### Register map, names as in the netlist, run 1

Drawn at 2 px/micron. Other sequential cells in the stronger gray, the rest of the logic in the fainter gray.
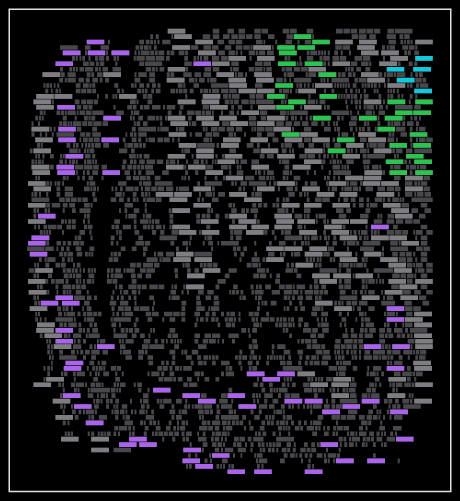
### M3 wires, run 1

Drawn at 1.5 px/micron.
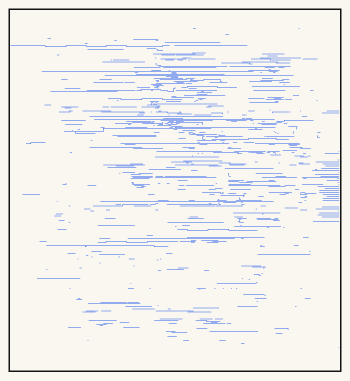
### Cell outlines without signal wires, run 1

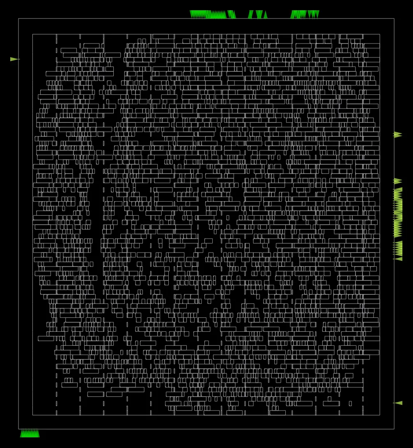
<file path="config.mk">
export PLATFORM = sky130hd
export DESIGN_NAME = ext_acc_slave
export DESIGN_NICKNAME = d
export VERILOG_FILES = /design/src/rtl/ext_acc_slave.sv
export SDC_FILE = /design/constraint.sdc
export NUM_CORES = 1
export LEC_CHECK = 0
export CELL_PAD_IN_SITES_DETAIL_PLACEMENT = 0
export CELL_PAD_IN_SITES_GLOBAL_PLACEMENT = 1
export CORE_ASPECT_RATIO = 1.1
export CORE_MARGIN = 8
export CORE_UTILIZATION = 48
export DETAILED_ROUTE_END_ITERATION = 8
export GPL_TIMING_DRIVEN = 0
export PLACE_DENSITY = 0.88
export RECOVER_POWER = 25
export SLEW_MARGIN = 10
export SYNTH_ARGS = -nofsm -noshare
export SYNTH_HDL_FRONTEND = slang
export SYNTH_SLANG_ARGS = --single-unit
export TNS_END_PERCENT = 100
</file>
<file path="constraint.sdc">
create_clock -name clk -period 7.15 [get_ports clk]
set_clock_uncertainty 0.05 [all_clocks]
set_input_delay 1.0725 -clock clk [delete_from_list [all_inputs] [get_ports clk]]
set_output_delay 1.0725 -clock clk [all_outputs]
set_load 0.02 [all_outputs]
</file>
<file path="src/rtl/ext_acc_slave.sv">
// EXT bus slave: 16-word register file in front of an
// iterative 32x32->64 unsigned multiply-accumulate engine.
module ext_acc_slave #(
    parameter int AWIDTH     = 16,
    parameter int MUL_CYCLES = 32
) (
    input  logic              clk,
    input  logic              rst_n,
    input  logic              EXT_HSEL,
    input  logic [AWIDTH-1:0] EXT_HADDR,
    input  logic              EXT_HWRITE,
    input  logic [3:0]        EXT_HSIZE,
    input  logic [31:0]       EXT_HWDATA,
    output logic [31:0]       EXT_HRDATA,
    output logic              EXT_HREADYOUT,
    output logic              busy
);

    localparam int CW = $clog2(MUL_CYCLES);
    localparam logic [0:0] IDLE = 1'b0;
    localparam logic [0:0] RUN  = 1'b1;

    logic [0:0]    state;
    logic          dv;
    logic          wr_ff;
    logic [3:0]    addr_ff;
    logic [3:0]    be_ff;
    logic [3:0]    be;
    logic [31:0]   opa, opb, res_lo, res_hi;
    logic          acc, done, run_acc;
    logic [63:0]   prod, mcand, next_prod, final_res;
    logic [31:0]   mplier;
    logic [CW-1:0] cnt;
    logic [31:0]   rdata;
    logic          sample, stall, we, start, last, idle;
    logic          unused_bits;

    assign unused_bits = ^{EXT_HADDR[AWIDTH-1:6], EXT_HSIZE[3]};

    function automatic logic [31:0] merge(input logic [31:0] old,
                                          input logic [31:0] nw,
                                          input logic [3:0]  lanes);
        logic [31:0] r;
        r = old;
        for (int i = 0; i < 4; i++)
            if (lanes[i]) r[8*i +: 8] = nw[8*i +: 8];
        return r;
    endfunction

    always_comb begin
        be = 4'b0000;
        case (EXT_HSIZE[2:0])
            3'b000: be = 4'b0001 << EXT_HADDR[1:0];
            3'b001: begin
                if (EXT_HADDR[1:0] == 2'b00)      be = 4'b0011;
                else if (EXT_HADDR[1:0] == 2'b10) be = 4'b1100;
            end
            3'b010: if (EXT_HADDR[1:0] == 2'b00) be = 4'b1111;
            default: be = 4'b0000;
        endcase
    end

    assign idle   = (state == IDLE);
    assign busy   = (state == RUN);
    // Result reads must wait for the engine so they never see a stale value
    assign stall  = dv && !wr_ff && busy &&
                    (addr_ff == 4'd4 || addr_ff == 4'd5);
    assign EXT_HREADYOUT = !stall;
    assign sample = EXT_HSEL && EXT_HREADYOUT;
    assign we     = dv && wr_ff && (be_ff != 4'b0000);
    assign start  = we && idle && (addr_ff == 4'd0) &&
                    be_ff[0] && EXT_HWDATA[0];
    assign last   = busy && (cnt == CW'(MUL_CYCLES - 1));

    assign next_prod = prod + (mplier[0] ? mcand : 64'd0);
    assign final_res = run_acc ? ({res_hi, res_lo} + next_prod)
                               : next_prod;

    always_ff @(posedge clk or negedge rst_n) begin
        if (!rst_n) begin
            dv      <= 1'b0;
            wr_ff   <= 1'b0;
            addr_ff <= 4'd0;
            be_ff   <= 4'd0;
        end else if (EXT_HREADYOUT) begin
            dv <= sample;
            if (sample) begin
                wr_ff   <= EXT_HWRITE;
                addr_ff <= EXT_HADDR[5:2];
                be_ff   <= be;
            end
        end
    end

    always_ff @(posedge clk or negedge rst_n) begin
        if (!rst_n) begin
            acc    <= 1'b0;
            opa    <= '0;
            opb    <= '0;
            res_lo <= '0;
            res_hi <= '0;
            done   <= 1'b0;
        end else begin
            if (we) begin
                case (addr_ff)
                    4'd0: if (be_ff[0]) acc <= EXT_HWDATA[1];
                    4'd2: if (idle) opa <= merge(opa, EXT_HWDATA, be_ff);
                    4'd3: if (idle) opb <= merge(opb, EXT_HWDATA, be_ff);
                    4'd4: if (idle) res_lo <= merge(res_lo, EXT_HWDATA, be_ff);
                    4'd5: if (idle) res_hi <= merge(res_hi, EXT_HWDATA, be_ff);
                    default: ;
                endcase
            end
            if (last) {res_hi, res_lo} <= final_res;
            // Completion outranks a simultaneous write-1-to-clear
            if (last)
                done <= 1'b1;
            else if (start)
                done <= 1'b0;
            else if (we && addr_ff == 4'd1 && be_ff[0] && EXT_HWDATA[1])
                done <= 1'b0;
        end
    end

    always_ff @(posedge clk or negedge rst_n) begin
        if (!rst_n) begin
            state   <= IDLE;
            cnt     <= '0;
            prod    <= '0;
            mcand   <= '0;
            mplier  <= '0;
            run_acc <= 1'b0;
        end else if (start) begin
            state   <= RUN;
            cnt     <= '0;
            prod    <= '0;
            mcand   <= {32'd0, opa};
            mplier  <= opb;
            run_acc <= EXT_HWDATA[1];
        end else if (busy) begin
            prod   <= next_prod;
            mcand  <= mcand << 1;
            mplier <= mplier >> 1;
            cnt    <= cnt + 1'b1;
            if (last) state <= IDLE;
        end
    end

    always_comb begin
        rdata = 32'd0;
        case (addr_ff)
            4'd0: rdata = {30'd0, acc, 1'b0};
            4'd1: rdata = {30'd0, done, busy};
            4'd2: rdata = opa;
            4'd3: rdata = opb;
            4'd4: rdata = res_lo;
            4'd5: rdata = res_hi;
            default: rdata = 32'd0;
        endcase
    end

    assign EXT_HRDATA = (dv && !wr_ff && !stall && be_ff != 4'b0000)
                        ? rdata : 32'd0;

endmodule

</file>
==> results.json, run 1 <==
{
  "violations": "capacitance limit, slew limit",
  "final_nets": 2902,
  "placedInstanceArea_sq_um": 23600,
  "place_congestion": 1.05,
  "fill_cell_instance_count_of_the_final_layout": 4277,
  "grt_overflow_total": 0,
  "final_layout_size_suffix_gt1_frac": 0.0695,
  "ys_sh_aoi": 0.230,
  "simple_gate_portion_of_the_synthesized_area": 0.166,
  "timing_hold_violations_final": 0,
  "worst-slew-pin-transition_ns": 2.96,
  "cts_tree": "built",
  "max-cap-violations": 2,
  "wire_length_of_the_first_global_routing_pass_mm": 127,
  "mostFrequentLayoutCells": "sky130_fd_sc_hd__nand2_1, sky130_fd_sc_hd__dfrtp_1, sky130_fd_sc_hd__o21ai_0",
  "mux_area_frac": 0.0957,
  "cts.sinks": 307,
  "root_buffer": "sky130_fd_sc_hd__clkbuf_16",
  "post_synth_edffs": 0,
  "final_max_slew_viol_count": 147,
  "xor_share": 0.0486,
  "clock_tree.buffer_depth": 3,
  "postSynthNetCount": 2774,
  "multi_input_comb_area_sq_um": 13700,
  "critPathSlowestCell": "sky130_fd_sc_hd__a2111o_1",
  "hold_slack_ns": 0.424,
  "timing.critical_path.to_type": "flop",
  "detail_route.wirelength_mm": 84.9,
  "max_stage_delay_ns": 0.52,
  "avgRoutedWirePerCell_microns": 25.6,
  "post-route-period-util": 0.965,
  "chipWidth_microns": 220,
  "clkTransAtPathRegs_ns": 0.06,
  "period_minus_slack_ns": 6.90,
  "io_buffers": 78,
  "gr-usage-all-layers": 0.318,
  "rsz0062_at_grt": "no",
  "outcome": "finished with violations",
  "synth-seq-area-share": 0.350,
  "antenna_cells_inserted": 0,
  "startpoint_type_of_the_worst_setup_path": "flop",
  "grt_start_max_net_pins": 92,
  "cts-buffers-inserted": 37,
  "post_synth.cell_area_avg_sq_um": 8.51,
  "post-route-drc-count": 0,
  "synthTopLogicFamily": "AND-OR/OR-AND gates"
}
Back to the opening pictures, 'Register map, names as in the netlist':
| netlist name | color | flops | where |
|---|---|---|---|
| `prod` | purple | 64 | all over the die |
| `cnt` | cyan | 5 | top right |
| `mplier` | green | 32 | top right |
not colored: 206
share of the final layout cell area in sequential cells: 0.308
sequential cell area: 7680 sq um
fraction of the core area covered by cells at the end of the flow: 0.550

Back to the opening pictures, 'M3 wires':
share of all routed wire: 7.1%
wire length on this layer: 6070 microns
nets with wire on the layer: 355

Back to the opening pictures, 'Cell outlines without signal wires':
Well-Tap Cells: 588
sequential cell count: 307
number of standard cells in the layout, taps in and fillers out: 3323
row cnt: 82

run 1: per-stage QoR:
stage / worst slack, ns
finish: 0.250
global route: 0.00214
CTS: 0.00391
detailed placement: -1.77
global placement: -8.51
floorplan: 1.37
run 1: flip-flops by register name, summed over array words and instances, names as in the netlist, 4 cells and up:
| name | cells |
|---|---|
| addr_ff | 4 |
| be_ff | 4 |
| cnt | 5 |
| mcand | 64 |
| mplier | 32 |
| opa | 32 |
| opb | 32 |
| prod | 64 |
| res_hi | 32 |
| res_lo | 32 |
run 1: synth_stat cells (30+ instances only):
cell type | instances | share of area
sky130_fd_sc_hd__a21oi_1 | 189 | 0.043
sky130_fd_sc_hd__ha_1 | 134 | 0.076
sky130_fd_sc_hd__mux2_2 | 80 | 0.041
sky130_fd_sc_hd__mux2i_1 | 120 | 0.055
sky130_fd_sc_hd__nand4_1 | 31 | 0.0088
sky130_fd_sc_hd__and2_1 | 73 | 0.021
sky130_fd_sc_hd__clkbuf_1 | 126 | 0.022
sky130_fd_sc_hd__a21o_1 | 86 | 0.029
sky130_fd_sc_hd__xnor2_1 | 71 | 0.028
sky130_fd_sc_hd__inv_1 | 40 | 0.0068
sky130_fd_sc_hd__dfrtp_1 | 307 | 0.35
sky130_fd_sc_hd__nand2_1 | 406 | 0.069
sky130_fd_sc_hd__a221oi_1 | 35 | 0.014
sky130_fd_sc_hd__a211oi_1 | 30 | 0.010
sky130_fd_sc_hd__xor2_1 | 49 | 0.020
sky130_fd_sc_hd__nor2_1 | 182 | 0.031
sky130_fd_sc_hd__o21ai_0 | 251 | 0.057
run 1: layout make-up:
| class | count | area share |
|---|---|---|
| Buffer | 148 | 0.0233 |
| Multi-Input combinational cell | 2085 | 0.551 |
| Clock buffer | 53 | 0.0420 |
| Clock inverter | 11 | 0.00442 |
| Tap cell | 588 | 0.0295 |
| Sequential cell | 307 | 0.308 |
| Inverter | 40 | 0.00602 |
| Timing Repair Buffer | 91 | 0.0358 |
run 1: cells by family after synthesis:
| family | Yosys count |
|---|---|
| flops | 307 |
| compound gates | 805 |
| mux | 200 |
| buf+inv | 190 |
| simple gates | 823 |
| fa+ha+maj | 136 |
| xor+xnor | 121 |
run 1: path summary, 6_finish.rpt:
check                           from         end  slack, ns  depth (start not counted)
max in group asynchronous      rst_n  mplier[22]       1.20                          3
min reg2reg                   cnt[3]      cnt[3]       0.42                          1
max reg2reg                mplier[0]  res_hi[21]       0.25                         29
min                           cnt[3]      cnt[3]       0.42                          1
max                        mplier[0]  res_hi[21]       0.25                         29
min in group asynchronous      rst_n    prod[13]       1.38                          1
run 1: routing by layer:
layer / up-vias / global-route usage / share of wire
li1: 9576 / - / -
met1: 10200 / 0.399 / 0.40
met2: 942 / 0.510 / 0.46
met3: 243 / 0.0539 / 0.071
met4: 2 / 0.186 / 0.066
met5: - / 0 / 0.00013
==> inputs of run 2 (changes only) <==
--- a/config.mk
+++ b/config.mk
@@ -9,10 +9,10 @@
 export CELL_PAD_IN_SITES_GLOBAL_PLACEMENT = 1
 export CORE_ASPECT_RATIO = 1.1
 export CORE_MARGIN = 8
-export CORE_UTILIZATION = 48
+export CORE_UTILIZATION = 25
 export DETAILED_ROUTE_END_ITERATION = 8
 export GPL_TIMING_DRIVEN = 0
-export PLACE_DENSITY = 0.88
+export PLACE_DENSITY_LB_ADDON = 0.1
 export RECOVER_POWER = 25
 export SLEW_MARGIN = 10
 export SYNTH_ARGS = -nofsm -noshare
### Register map, names as in the netlist, run 2

Drawn at 1.5 px/micron. Other sequential cells in the stronger gray, the rest of the logic in the fainter gray.
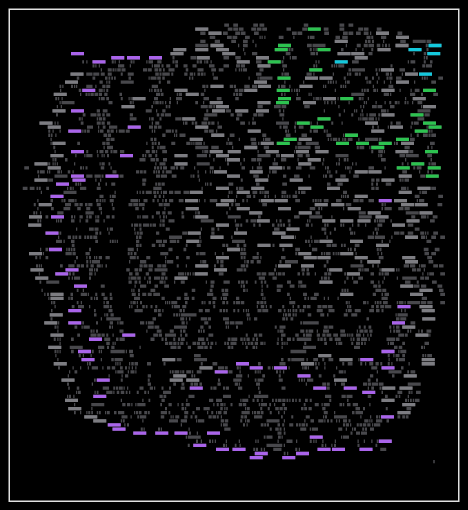
| netlist name | color | flops |
|---|---|---|
| `cnt` | cyan | 5 |
| `mplier` | green | 32 |
| `prod` | purple | 64 |

### M3 wires, run 2

Drawn at 1 px/micron.
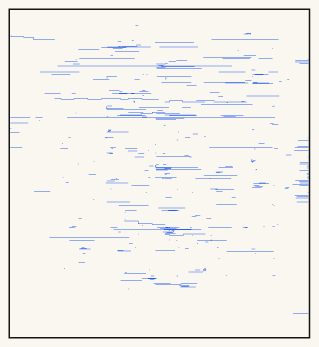
Detailed Route WL: 103 mm
met3 usage: 0.0227

==> run 2 against run 1 <==
Against the previous run: the flow still finishes with violations (capacitance limit, slew limit); fmax is 2.4% lower; via count is 2.0% lower; critical path depth is 4 lower; non-clock buffer count is 2 lower; die size is 85% higher; worst hold slack better by 0.0074 ns; final cell count is 17% higher; critical endpoint is now res_hi[19]; largest cell class unchanged.
==> results.json, run 2 <==
{
  "outcome": "finished with violations",
  "violations": "capacitance limit, slew limit",
  "fp-row-count": 114,
  "max-cap-violations": 3,
  "clock_tree.buffer_depth": 3,
  "chipWidth_microns": 299,
  "dp_worst_setup_slack_ns": -1.63,
  "post-synth-top-area-fraction": 0.350,
  "place_congestion": 0.905,
  "critical_path.startpoint": "mplier[0]",
  "mostFrequentLayoutCells": "sky130_fd_sc_hd__nand2_1, sky130_fd_sc_hd__dfrtp_1, sky130_fd_sc_hd__o21ai_0",
  "gr-usage-all-layers": 0.205,
  "final_nets": 2905,
  "dr_wl_met2_mm": 49.5,
  "post-route-drc-count": 0,
  "avgRoutedWirePerCell_microns": 26.5,
  "period_minus_slack_ns": 7.07,
  "fill_cell_instance_count_of_the_final_layout": 9384,
  "sequential_cell_area_sq_um": 7680,
  "timing.critical_path.to_type": "flop",
  "grt_overflow_total": 0,
  "postSynthNetCount": 2774,
  "r2r-start": "mplier[0]",
  "route.top_layer_used": "met4",
  "cts.sinks": 307,
  "synthMostInstantiatedCell": "sky130_fd_sc_hd__nand2_1",
  "cts_tree": "built",
  "stdcell_count": 3903,
  "multi_input_comb_area_sq_um": 13900,
  "area_leaders": "sky130_fd_sc_hd__dfrtp_1, sky130_fd_sc_hd__ha_1, sky130_fd_sc_hd__nand2_1",
  "cts-buffers-inserted": 42,
  "netlist-cell-type-count": 69,
  "root_buffer": "sky130_fd_sc_hd__clkbuf_16",
  "largest_registers": "mcand: 64 flops, prod: 64 flops",
  "finalSetupViolations": 0,
  "final_max_slew_viol_count": 213,
  "post_synth.cell_area_avg_sq_um": 8.51,
  "grt_start_max_net_pins": 100,
  "top_area_cell": "sky130_fd_sc_hd__dfrtp_1",
  "worst-slew-pin-transition_ns": 3.40,
  "synth-seq-area-share": 0.350,
  "final_layout_size_suffix_gt1_frac": 0.0835,
  "wl_met1_mm": 46.0,
  "fraction_of_the_core_area_covered_by_cells_at_the_end_of_the_flow": 0.298
}
### Placed cells, one color a class, run 2

Drawn at 1 px/micron.
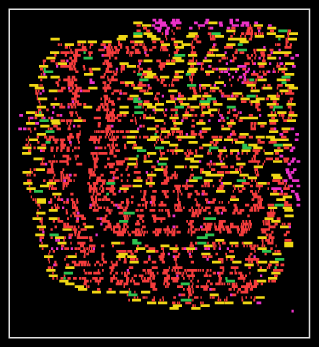
| class | color | cells | share of their area |
|---|---|---|---|
| clock drivers and dummy loads | green | 73 | 5.6% |
| all other logic | red | 2125 | 57% |
| flops | yellow | 307 | 31% |
| other buffers and delay cells | magenta | 237 | 6.1% |

[run 2: cell families after synthesis]
kind of cell	synth area share
XOR/XNOR	0.0486
AND/OR/NAND/NOR	0.166
AND-OR/OR-AND	0.230
buffers and inverters	0.0327
flip-flops	0.350
adder cells (fa/ha/maj)	0.0781
multiplexers	0.0957
[run 2: path summary, 6_finish.rpt]
| kind | slack [ns] | end | depth (start not counted) |
|---|---|---|---|
| setup / recovery | 0.08 | res_hi[19] | 25 |
| max in group asynchronous | 1.44 | mcand[54] | 2 |
| hold reg to reg | 0.43 | mplier[20] | 2 |
| min in group asynchronous | 1.22 | mcand[10] | 1 |
| hold / removal | 0.43 | mplier[20] | 2 |
| setup reg to reg | 0.08 | res_hi[19] | 25 |
[run 2: layout make-up]
| class | count | share of cell area |
|---|---|---|
| diodes | 1 | 0.0000960 |
| plain buffers | 146 | 0.0229 |
| clock buffers | 63 | 0.0468 |
| clock inverters | 10 | 0.00643 |
| inverters | 40 | 0.00576 |
| multi-input cells | 2085 | 0.533 |
| flip-flops and latches | 307 | 0.295 |
| well taps | 1160 | 0.0557 |
| repair buffers | 91 | 0.0343 |
[run 2: critical path, cell delays in order, from the launching register on]
cell and delay, ns:
sky130_fd_sc_hd__dfrtp_1 0.40, sky130_fd_sc_hd__clkbuf_16 0.22, sky130_fd_sc_hd__clkbuf_8 0.21, sky130_fd_sc_hd__and2_1 0.19
sky130_fd_sc_hd__ha_2 0.25, sky130_fd_sc_hd__inv_1 0.07, sky130_fd_sc_hd__fa_1 0.43, sky130_fd_sc_hd__and2b_1 0.25
sky130_fd_sc_hd__o211a_4 0.20, sky130_fd_sc_hd__o211a_1 0.19, sky130_fd_sc_hd__o311ai_1 0.14, sky130_fd_sc_hd__a2111o_1 0.56
sky130_fd_sc_hd__a211o_4 0.41, sky130_fd_sc_hd__o41ai_4 0.39, sky130_fd_sc_hd__buf_4 0.22, sky130_fd_sc_hd__xor2_4 0.24
sky130_fd_sc_hd__ha_1 0.37, sky130_fd_sc_hd__a21o_1 0.20, sky130_fd_sc_hd__a21o_1 0.20, sky130_fd_sc_hd__a221oi_1 0.38
sky130_fd_sc_hd__o21ai_0 0.18, sky130_fd_sc_hd__o21bai_1 0.24, sky130_fd_sc_hd__a21oi_2 0.30, sky130_fd_sc_hd__xnor2_1 0.16
sky130_fd_sc_hd__mux2i_1 0.13, sky130_fd_sc_hd__a221oi_1 0.36
[run 2: through the flow]
stage          hold WS [ns]  cell area [sq um]
2_1_floorplan         0.393              22000
3_3_place_gp          0.413              24200
3_5_place_dp          0.420              24300
4_1_cts               0.324              25900
5_1_grt               0.458              26100
6_report              0.431              26100
[run 2: timing repair]
action	4_1_cts	5_1_grt
resized	37	29
endpoints found under the setup margin	39	22
pin swaps	6	11
setup buffers	4	6
[run 2: per-layer routing]
metal	up-vias	GRT usage
met5	-	0
met2	543	0.350
met4	0	0.0685
li1	9571	-
met3	134	0.0227
met1	10300	0.269
